==> run_1/clocks.png <==
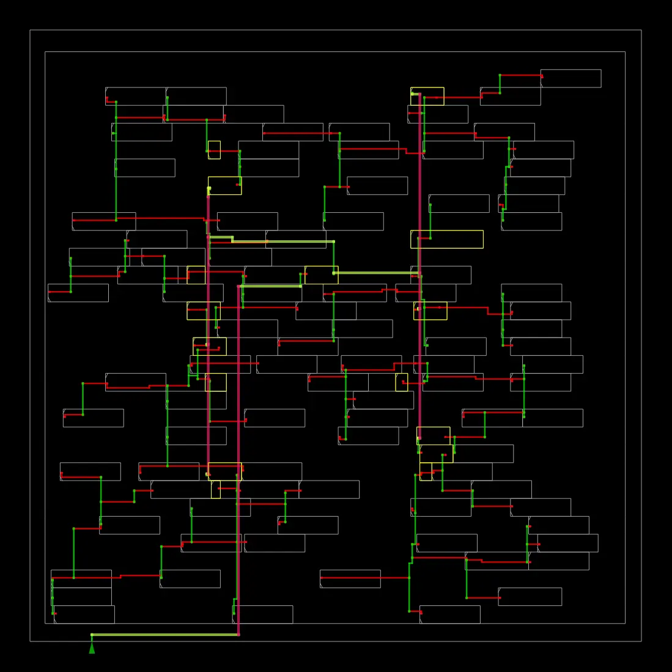
==> run_1/detail.png <==
Region (55, 8) to (85, 38) µm. Cells in grey, sequential cells in the stronger grey; small squares are vias.
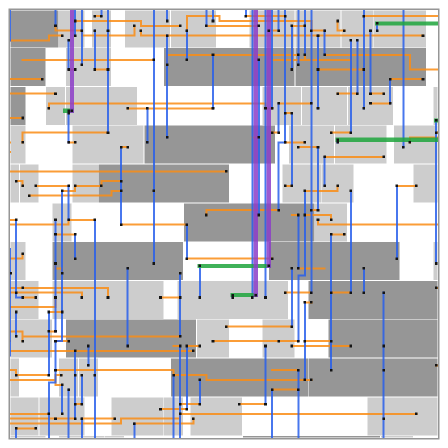
==> run_1/sizes.png <==
Scale bar: 20 µm.
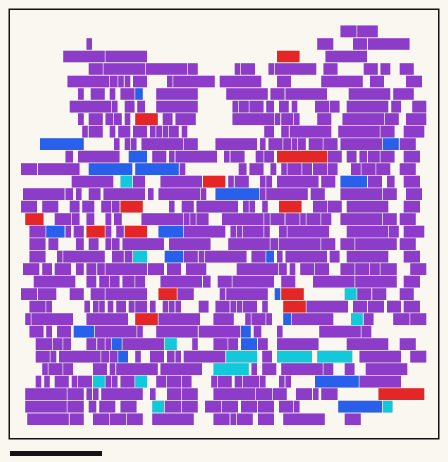
==> run_1/flops_by_reg.png <==
Scale bar: 20 µm. Other sequential cells in the stronger grey, the rest of the logic in the fainter grey.
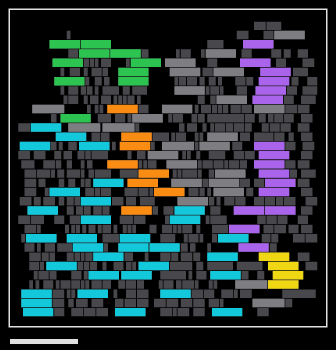
[config.mk]
export PLATFORM = sky130hd
export DESIGN_NAME = cpu_run_ctrl
export DESIGN_NICKNAME = d
export VERILOG_FILES = /design/src/rtl/mips_ctrl_pkg.sv /design/src/rtl/key_debounce.sv /design/src/rtl/cpu_run_ctrl.sv
export SDC_FILE = /design/constraint.sdc
export NUM_CORES = 1
export LEC_CHECK = 0
export CORE_MARGIN = 2
export CORE_UTILIZATION = 54
export DETAILED_ROUTE_END_ITERATION = 7
export GPL_TIMING_DRIVEN = 0
export HOLD_SLACK_MARGIN = 0.06
export PLACE_DENSITY = 0.82
export SETUP_SLACK_MARGIN = 0.02
export SYNTH_ARGS = -nofsm -noshare
export SYNTH_HDL_FRONTEND = slang
export SYNTH_SLANG_ARGS = --single-unit
[constraint.sdc]
create_clock -name CLOCK_50 -period 3.5 [get_ports CLOCK_50]
set_clock_uncertainty 0.1 [all_clocks]
set_input_delay 0.525 -clock CLOCK_50 [delete_from_list [all_inputs] [get_ports CLOCK_50]]
set_output_delay 0.525 -clock CLOCK_50 [all_outputs]
set_load 0.05 [all_outputs]
[src/rtl/mips_ctrl_pkg.sv]
`timescale 1ns/1ps
// -----------------------------------------------------------------------------
// mips_ctrl_pkg
// Shared definitions for the CPU run controller:
//   - run_mode_e : encoding of the 2-bit run-mode input (RUN/DIV/STEP/HALT)
//   - CNT_W      : width of the issued-tick counter
//   - STR_W      : width of the reset stretch counter
//   - sat_inc8() : saturating 8-bit increment used by the stretch counter
// -----------------------------------------------------------------------------
package mips_ctrl_pkg;

    typedef enum logic [1:0] {
        MODE_RUN  = 2'b00,
        MODE_DIV  = 2'b01,
        MODE_STEP = 2'b10,
        MODE_HALT = 2'b11
    } run_mode_e;

    localparam int unsigned CNT_W = 32;
    localparam int unsigned STR_W = 8;

    // Increment cur by one, but never beyond lim.
    function automatic logic [STR_W-1:0] sat_inc8(input logic [STR_W-1:0] cur,
                                                  input logic [STR_W-1:0] lim);
        logic [STR_W-1:0] res;
        if (cur < lim) begin
            res = cur + 8'd1;
        end else begin
            res = cur;
        end
        return res;
    endfunction

endpackage : mips_ctrl_pkg

[src/rtl/key_debounce.sv]
`timescale 1ns/1ps
// -----------------------------------------------------------------------------
// key_debounce
// Synchronises a raw active-low push button, filters bounce with a stability
// counter and emits a one-cycle strobe on every debounced press (1->0).
// Ports:
//   clk_i   in  1  clock
//   rst_ni  in  1  asynchronous active-low reset
//   key_i   in  1  raw key level, asynchronous to clk_i, active-low
//   pulse_o out 1  registered one-cycle strobe per debounced press
// -----------------------------------------------------------------------------
module key_debounce #(
    parameter int unsigned DEB_CYC = 1000
) (
    input  logic clk_i,
    input  logic rst_ni,
    input  logic key_i,
    output logic pulse_o
);

    // DEB_CYC >= 2, so CW >= 1 and DEB_CYC-1 always fits in CW bits.
    localparam int unsigned     CW   = $clog2(DEB_CYC);
    localparam logic [CW-1:0]   LAST = CW'(DEB_CYC - 1);

    logic [1:0]    sync_q;
    logic          sample_s;
    logic          level_q, level_d;
    logic [CW-1:0] cnt_q, cnt_d;
    logic          pulse_q, pulse_d;

    // Two-stage synchroniser; idles at 1 (key released).
    always_ff @(posedge clk_i or negedge rst_ni) begin
        if (!rst_ni) begin
            sync_q <= 2'b11;
        end else begin
            sync_q <= {sync_q[0], key_i};
        end
    end

    assign sample_s = sync_q[1];

    // Stability filter: the level only follows the sample after DEB_CYC
    // consecutive samples that disagree with the current level.
    always_comb begin
        level_d = level_q;
        cnt_d   = '0;
        pulse_d = 1'b0;
        if (sample_s != level_q) begin
            if (cnt_q == LAST) begin
                level_d = sample_s;
                cnt_d   = '0;
                pulse_d = ~sample_s;   // press only; release gives no strobe
            end else begin
                cnt_d   = cnt_q + CW'(1'b1);
            end
        end else begin
            cnt_d = '0;
        end
    end

    // Debounced level, stability counter and press strobe registers.
    always_ff @(posedge clk_i or negedge rst_ni) begin
        if (!rst_ni) begin
            level_q <= 1'b1;
            cnt_q   <= '0;
            pulse_q <= 1'b0;
        end else begin
            level_q <= level_d;
            cnt_q   <= cnt_d;
            pulse_q <= pulse_d;
        end
    end

    assign pulse_o = pulse_q;

endmodule : key_debounce

[src/rtl/cpu_run_ctrl.sv]
`timescale 1ns/1ps
// -----------------------------------------------------------------------------
// cpu_run_ctrl
// Run controller for a small CPU: generates a stretched core reset, a tick
// (RUN every cycle, DIV once per div_val+1 cycles, STEP per debounced key
// press, HALT never), per-channel registered clock enables and a tick counter.
// Ports:
//   CLOCK_50   in  1      sole clock, rising edge
//   RST_N      in  1      asynchronous active-low reset
//   mode       in  2      run mode (see mips_ctrl_pkg::run_mode_e)
//   div_val    in  DIV_W  DIV ratio, one tick per div_val+1 cycles
//   ch_en      in  N_CH   per-channel enable mask
//   step_key   in  1      raw active-low push button
//   clr_cnt    in  1      synchronous clear of cycle_cnt (wins over a tick)
//   core_rst   out 1      active-high reset to the CPU core
//   ce         out N_CH   registered clock enables (tick & ch_en, latency 1)
//   cycle_cnt  out 32     number of ticks issued, wraps
//   step_pulse out 1      one-cycle strobe per debounced press
// -----------------------------------------------------------------------------
module cpu_run_ctrl
    import mips_ctrl_pkg::*;
#(
    parameter int unsigned N_CH    = 4,
    parameter int unsigned DIV_W   = 16,
    parameter int unsigned STRETCH = 8,
    parameter int unsigned DEB_CYC = 1000
) (
    input  logic             CLOCK_50,
    input  logic             RST_N,
    input  logic [1:0]       mode,
    input  logic [DIV_W-1:0] div_val,
    input  logic [N_CH-1:0]  ch_en,
    input  logic             step_key,
    input  logic             clr_cnt,
    output logic             core_rst,
    output logic [N_CH-1:0]  ce,
    output logic [CNT_W-1:0] cycle_cnt,
    output logic             step_pulse
);

    localparam logic [STR_W-1:0] STRETCH_LIM = STR_W'(STRETCH);

    // ---------------------------------------------------------------- reset
    logic [1:0]       rst_sync_q;     // 1 = reset still asserted
    logic             rst_int_n_s;
    logic [STR_W-1:0] stretch_q, stretch_d;
    logic             core_rst_q, core_rst_d;

    // Reset synchroniser: asserts asynchronously, releases after two edges.
    always_ff @(posedge CLOCK_50 or negedge RST_N) begin
        if (!RST_N) begin
            rst_sync_q <= 2'b11;
        end else begin
            rst_sync_q <= {rst_sync_q[0], 1'b0};
        end
    end

    // Everything downstream is reset by the synchronised reset, so assertion
    // stays immediate while release is aligned to CLOCK_50.
    assign rst_int_n_s = ~rst_sync_q[1];

    // Core reset stays high until the stretch counter reaches STRETCH; the
    // decision uses the next counter value so core_rst itself is registered.
    always_comb begin
        stretch_d  = sat_inc8(stretch_q, STRETCH_LIM);
        core_rst_d = (stretch_d < STRETCH_LIM);
    end

    // Stretch counter and registered core reset.
    always_ff @(posedge CLOCK_50 or negedge rst_int_n_s) begin
        if (!rst_int_n_s) begin
            stretch_q  <= '0;
            core_rst_q <= 1'b1;
        end else begin
            stretch_q  <= stretch_d;
            core_rst_q <= core_rst_d;
        end
    end

    // ------------------------------------------------------------ step key
    logic step_pulse_s;

    key_debounce #(
        .DEB_CYC (DEB_CYC)
    ) u_key_debounce (
        .clk_i   (CLOCK_50),
        .rst_ni  (rst_int_n_s),
        .key_i   (step_key),
        .pulse_o (step_pulse_s)
    );

    // ------------------------------------------------------------ tick gen
    run_mode_e        mode_s;
    logic [1:0]       mode_q;
    logic [DIV_W-1:0] div_q;
    logic             cfg_chg_s;
    logic [DIV_W-1:0] div_cnt_q, div_cnt_d;
    logic             tick_raw_s;
    logic             tick_s;

    assign mode_s    = run_mode_e'(mode);
    // Any change of mode or ratio restarts the divider from zero.
    assign cfg_chg_s = (mode != mode_q) || (div_val != div_q);

    // Mode-dependent tick and divider next state.
    always_comb begin
        tick_raw_s = 1'b0;
        div_cnt_d  = '0;
        case (mode_s)
            MODE_RUN: begin
                tick_raw_s = 1'b1;
            end
            MODE_DIV: begin
                if (cfg_chg_s) begin
                    // Change cycle only clears the counter, so the first tick
                    // lands div_val+1 cycles later.
                    tick_raw_s = 1'b0;
                    div_cnt_d  = '0;
                end else if (div_cnt_q == div_val) begin
                    tick_raw_s = 1'b1;
                    div_cnt_d  = '0;
                end else begin
                    tick_raw_s = 1'b0;
                    div_cnt_d  = div_cnt_q + DIV_W'(1'b1);
                end
            end
            MODE_STEP: begin
                tick_raw_s = step_pulse_s;
            end
            MODE_HALT: begin
                tick_raw_s = 1'b0;
            end
            default: begin
                tick_raw_s = 1'b0;
            end
        endcase
    end

    // No ticks at all while the core is held in reset.
    assign tick_s = tick_raw_s & ~core_rst_q;

    // Configuration history and divider counter.
    always_ff @(posedge CLOCK_50 or negedge rst_int_n_s) begin
        if (!rst_int_n_s) begin
            mode_q    <= MODE_RUN;
            div_q     <= '0;
            div_cnt_q <= '0;
        end else begin
            mode_q    <= mode;
            div_q     <= div_val;
            div_cnt_q <= core_rst_q ? '0 : div_cnt_d;
        end
    end

    // ------------------------------------------------------ outputs / count
    logic [N_CH-1:0]  ce_q, ce_d;
    logic [CNT_W-1:0] cnt_q, cnt_d;

    // Enable mask and tick counter next state; clear beats a same-cycle tick.
    always_comb begin
        ce_d = {N_CH{tick_s}} & ch_en;
        if (clr_cnt) begin
            cnt_d = 32'h0000_0000;
        end else begin
            cnt_d = cnt_q + {31'b0, tick_s};
        end
    end

    // Clock-enable and counter registers.
    always_ff @(posedge CLOCK_50 or negedge rst_int_n_s) begin
        if (!rst_int_n_s) begin
            ce_q  <= '0;
            cnt_q <= '0;
        end else begin
            ce_q  <= ce_d;
            cnt_q <= cnt_d;
        end
    end

    assign core_rst   = core_rst_q;
    assign ce         = ce_q;
    assign cycle_cnt  = cnt_q;
    assign step_pulse = step_pulse_s;

endmodule : cpu_run_ctrl

==> flow_summary.yaml, run 1 <==
# generated from flow reports
outcome:
  status: "complete, no violations"
global_routing:
  track_usage: 0.208
  grt_max_degree: 69
placed_design:
  place.gp.congestion: 0.842
  io_buffers: 62
  hpwlAfterDp_um: 5910
synthesis:
  async_flop_share: 1.00
  ys_types: 39
  ys_chip_area_um2: 4280
  seq_area_frac_synth: 0.557
  ys_warn_count: 0
sta:
  period_needed_ns: 3.42
  hold_viol_final: 0
  finalSetupViolations: 0
  max-slew-margin-rel: 0.626
  drv_slew: 0
setup_path:
  cp-start-kind: "input pin"
  rrSetupSlack_ns: 0.28
  cp_max_fo: 10
  cp.required_ns: 3.68
  r2r_end: "cycle_cnt[26]"
  cp-startpoint: "div_val[9]"
cells_and_area:
  dominant_cells: "flip-flops and latches"
  drive_gt1_frac: 0.100
  inv_count: 12
  fillers: 595
  layout.comb_gates.multi_input: 276
  fin_cells: 580
  nClkBuffers: 10
routing:
  wirelength_um: 8510
  first_pass_iters: 5
  vias: 3058
  antenna_left: 0
  post-route-drc-count: 0
clock_tree:
  cts_root_buf: "clkbuf_8"
  postCtsHoldBufs: 0
  clk_pin_slew_ns: 0.09
  clock_path_buffers: 2
die:
  io_pins: 64
Back to the opening pictures, clocks.png:
CTS Buf Count: 9
P_clk: 689 µW

Back to the opening pictures, detail.png:
colour	layer
orange	metal 1
blue	metal 2
green	metal 3
purple	metal 4
netlist names of flops here include	`ce` (4), `div_q` (4), `cycle_cnt` (3)
cells with their middle in the window	50
most frequent	dfrtp_1 (11), xnor2_1 (9)
sequential cells in the window	12

Back to the opening pictures, sizes.png:
colour	size	cells	share	most used
red	_6 and larger	14	2.9%	clkbuf_8
blue	_2 cells	21	4.4%	dfstp_2
purple	_0 and _1 cells	430	90%	dfrtp_1
cyan	_3 and _4 cells	13	2.7%	buf_4

Back to the opening pictures, flops_by_reg.png:
colour	signal	sequential cells
orange	`stretch_q`	8
green	`u_key_debounce.cnt_q`	10
cyan	`cycle_cnt`	32
purple	`div_q`	16
yellow	`ce`	4

-- run 1: cell families after synthesis --
logic type / after synthesis / synth area share
mux: 4 / 0.0105
fa+ha+maj: 5 / 0.0146
xor+xnor: 81 / 0.166
simple gates: 170 / 0.207
buf+inv: 22 / 0.0245
flops: 95 / 0.557
compound gates: 15 / 0.0202
other cells: 1 / 0.000875
-- run 1: per-stage QoR --
stage	util	hold WS [ns]	setup TNS [ns]	setup slack (ns)
after floorplan	-	0.245	0	0.531
after global placement	0.655	0.247	-23.70	-0.508
after detailed placement	0.659	0.130	-6.56	-0.560
after CTS	0.689	0.139	0	0.0562
after global routing	0.696	0.173	-0.0935	-0.0342
final	0.696	0.128	0	0.0763
-- run 1: report_power, final --
group          internal, µW  switching (µW)  total [µW]
sequential             1120            11.0        1130
combinational          64.3            75.6         140
clock                   328             361         689
total                  1510             447        1960
-- run 1: metal layers --
metal	vias up	routed length, µm	GRT usage
li1	1465	-	-
met1	1503	3810	0.284
met2	74	4160	0.330
met5	-	0	0
met3	16	270	0.0266
met4	0	270	0.100
-- run 1: layout by cell type (no fill, tap or decap), types with 4 or more instances in the layout --
master           netlist  final
nor2b_1                8      8
o21ai_0                4      4
xnor2_1               55     55
a21oi_1                7      7
or4_1                  4      4
clkbuf_8               0      9
nand4_1               19     19
nor2_1                60     60
xor2_1                26     26
ha_1                   5      4
nand3_1               18     18
clkbuf_1               7      8
clkdlybuf4s50_1        0     57
buf_4                  0      6
nor3_1                 8      7
dfrtp_1               89     89
and3_1                 7      7
dlymetal6s2s_1         0      5
or3_1                  6      6
inv_1                 12     10
nand2_1               22     21
dfstp_2                6      6
==> inputs of run 2 (changes only) <==
--- a/config.mk
+++ b/config.mk
@@ -5,6 +5,7 @@
 export SDC_FILE = /design/constraint.sdc
 export NUM_CORES = 1
 export LEC_CHECK = 0
+export CAP_MARGIN = 40
 export CORE_MARGIN = 2
 export CORE_UTILIZATION = 54
 export DETAILED_ROUTE_END_ITERATION = 7
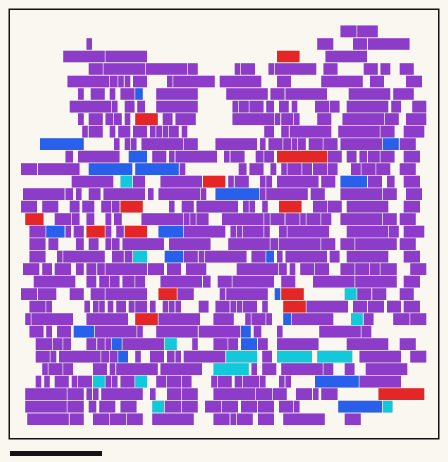
(run_2/sizes.png)
Scale bar: 20 µm.
colour	size	cells	share	most used
purple	_0 and _1 cells	430	90%	dfrtp_1
red	_6 and larger	14	2.9%	clkbuf_8
blue	_2 cells	21	4.4%	dfstp_2
cyan	_3 and _4 cells	13	2.7%	buf_4

==> run 2 against run 1 <==
Sequential power hardly changed. Clock-buffer cell count unchanged. Critical path depth is the same. Via count unchanged. Combinational power about the same. Clock power is essentially flat. Total power unchanged. Non-clock buffer count unchanged. Utilization is the same. Critical path type unchanged. Highest routed layer unchanged.
==> flow_summary.yaml, run 2 <==
# generated from flow reports
outcome:
  status: "complete, no violations"
power_and_ir_drop:
  power_frac_comb: 0.072
  seq_power_share: 0.577
  swShare: 0.229
  p_switching_uw: 447
  power_frac_clock: 0.352
routing:
  top_layer_used: "met4"
  antenna_left: 0
  wirelength_um: 8510
  vias: 3058
  first_pass_iters: 5
global_routing:
  gr-usage-met2: 0.330
  grt-busiest-layer: "met2"
  gr-usage-met1: 0.284
  grt.met3_usage: 0.0266
  grt_max_degree: 69
sta:
  period_needed_ns: 3.42
  finalSetupViolations: 0
  worst_hold_slack_ns: 0.128
  drv_slew: 0
clock_tree:
  clock_path_buffers: 2
  cts_root_buf: "clkbuf_8"
  clk_pin_slew_ns: 0.09
  cts_made_buffers: 9
placed_design:
  hpwlAfterDp_um: 5910
  place_worst_setup_slack_ns: -0.560
  place.gp.congestion: 0.842
synthesis:
  top_logic_kind: "simple AND/OR/NAND/NOR gates"
  ys_sh_simple: 0.207
  ys_types: 39
  ys_warn_count: 0
  ys_sh_xor: 0.166
  ys_sh_adder: 0.0146
  seq_area_frac_synth: 0.557
cells_and_area:
  fillers: 595
  final_cell_mix: "89 x dfrtp_1, 60 x nor2_1, 57 x clkdlybuf4s50_1"
die:
  io_pins: 64
setup_path:
  cp_max_fo: 10
  cp-start-kind: "input pin"
run 2: area by class of cell:
class	count	area [µm²]	share of cell area
inverter	12	47.5	0.00889
timing repair buffer	69	706	0.132
clock buffer	10	128	0.0239
tap	102	128	0.0239
multi-input combinational	276	1830	0.343
buffer	10	60.1	0.0112
clock inverter	6	61.3	0.0115
sequential	95	2380	0.446
run 2: power by group through the flow:
stage / clock network [µW] / logic, µW / registers (µW)
2_1_floorplan: 0 / 63.4 / 1160
3_3_place_gp: 0 / 131 / 1150
3_5_place_dp: 0 / 138 / 1150
4_1_cts: 704 / 141 / 1130
5_1_grt: 754 / 154 / 1130
6_report: 689 / 140 / 1130
run 2: path summary, 6_finish.rpt:
check / start / to / slack [ns]
worst min-delay path: rst_sync_q[1] / ce[0] / 0.13
max in group asynchronous: rst_sync_q[1] / u_key_debounce.sync_q[1] / 2.50
worst min register to register: rst_sync_q[1] / ce[0] / 0.13
worst max-delay path: div_val[9] / cycle_cnt[26] / 0.08
worst max register to register: div_cnt_q[7] / cycle_cnt[26] / 0.28
min in group CLOCK_50: rst_sync_q[0] / rst_sync_q[1] / 0.26
run 2: per-stage QoR:
| stage | utilization | TNS, ns | std cells | instance area, µm² | power (µW) |
|---|---|---|---|---|---|
| 2_1_floorplan | - | 0 | 393 | 4280 | 1220 |
| 3_3_place_gp | 0.655 | -23.70 | 557 | 5030 | 1280 |
| 3_5_place_dp | 0.659 | -6.56 | 558 | 5060 | 1290 |
| 4_1_cts | 0.689 | 0 | 576 | 5290 | 1970 |
| 5_1_grt | 0.696 | -0.0935 | 580 | 5350 | 2040 |
| 6_report | 0.696 | 0 | 580 | 5350 | 1960 |
run 2: repair_timing:
action	CTS	global route
hold buffers	0	0
setup endpoints to repair	9	11
hold endpoints to repair	0	0
gates resized	5	8
pin swaps	2	9
buffers inserted	2	4
==> inputs of run 3 (changes only) <==
--- a/config.mk
+++ b/config.mk
@@ -8,6 +8,7 @@
 export CAP_MARGIN = 40
 export CORE_MARGIN = 2
 export CORE_UTILIZATION = 54
+export CTS_CLUSTER_SIZE = 8
 export DETAILED_ROUTE_END_ITERATION = 7
 export GPL_TIMING_DRIVEN = 0
 export HOLD_SLACK_MARGIN = 0.06
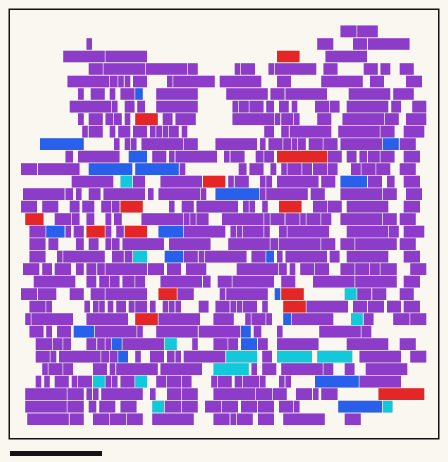
(run_3/sizes.png)
Scale bar: 20 µm.
colour	size	cells	share	most used
purple	_0 and _1 cells	430	90%	dfrtp_1
red	_6 and larger	14	2.9%	clkbuf_8
blue	_2 cells	21	4.4%	dfstp_2
cyan	_3 and _4 cells	13	2.7%	buf_4

==> run 3 against run 2 <==
Utilization did not move. Worst hold slack unchanged. Area after synthesis is the same. Final area unchanged. Via count is the same. Largest power group unchanged. Largest cell class unchanged. Final cell count unchanged.
==> flow_summary.yaml, run 3 <==
# generated from flow reports
global_routing:
  grt-busiest-layer: "met2"
  grt.met3_usage: 0.0266
routing:
  post-route-drc-count: 0
  antenna_left: 0
  wl_met3_um: 270
  vias: 3058
  wl_met2_um: 4160
cells_and_area:
  fillers: 595
  fin_cells: 580
  final_cell_area_um2: 5350
sta:
  max-slew-margin-rel: 0.626
  finalSetupTns_ns: 0
  worst_hold_slack_ns: 0.128
  drv_slew: 0
  hold_viol_final: 0
power_and_ir_drop:
  p_total_uw: 1960
  p_int_uw: 1510
  p_switching_uw: 447
  power_frac_clock: 0.352
synthesis:
  seq_area_frac_synth: 0.557
  ys_types: 39
  ys_chip_area_um2: 4280
  async_flop_share: 1.00
setup_path:
  cp.required_ns: 3.68
  cp-start-kind: "input pin"
placed_design:
  placed_cells: 558
clock_tree:
  clk_pin_slew_ns: 0.09
outcome:
  status: "complete, no violations"
[run 3: critical path: stages]
cell and delay [ns]:
clkdlybuf4s50_1 0.53, xnor2_1 0.14, nand4_1 0.25, nor4_4 0.41, a41oi_2 0.20, inv_2 0.12
ha_2 0.23, nand2_2 0.12, nor4_4 0.23, nand4_2 0.19, buf_6 0.18, or3_1 0.31
a21oi_1 0.16
[run 3: cell type report]
cell class              count  area, µm²  share of cell area
clock buffers              10        128              0.0239
well taps                 102        128              0.0239
repair buffers             69        706               0.132
clock inverters             6       61.3              0.0115
plain buffers              10       60.1              0.0112
inverters                  12       47.5             0.00889
flip-flops and latches     95       2380               0.446
multi-input cells         276       1830               0.343
[run 3: path summary, 6_finish.rpt]
kind                                                 end  slack (ns)  cells past startpoint
worst max-delay path                       cycle_cnt[26]        0.08                     13
worst min-delay path                               ce[0]        0.13                      1
worst max register to register             cycle_cnt[26]        0.28                     12
worst min register to register                     ce[0]        0.13                      1
max in group asynchronous       u_key_debounce.sync_q[1]        2.50                      2
min in group CLOCK_50                      rst_sync_q[1]        0.26                      0
[run 3: timing repair]
action / 4_1_cts / 5_1_grt
pin swaps: 2 / 9
hold buffers: 0 / 0
gates resized: 5 / 8
endpoints found under the setup margin: 9 / 11
setup buffers: 2 / 4
[run 3: logic make-up (layout without fill, tap and decap cells)]
| logic type | after synthesis | count (layout) | synth area share |
|---|---|---|---|
| adder cells (fa/ha/maj) | 5 | 5 | 0.0146 |
| AND-OR/OR-AND | 15 | 15 | 0.0202 |
| multiplexers | 4 | 4 | 0.0105 |
| AND/OR/NAND/NOR | 170 | 170 | 0.207 |
| XOR/XNOR | 81 | 81 | 0.166 |
| other | 1 | 1 | 0.000875 |
| flip-flops | 95 | 95 | 0.557 |
| buffers and inverters | 22 | 107 | 0.0245 |
Power is estimated from default activity; no workload was simulated.
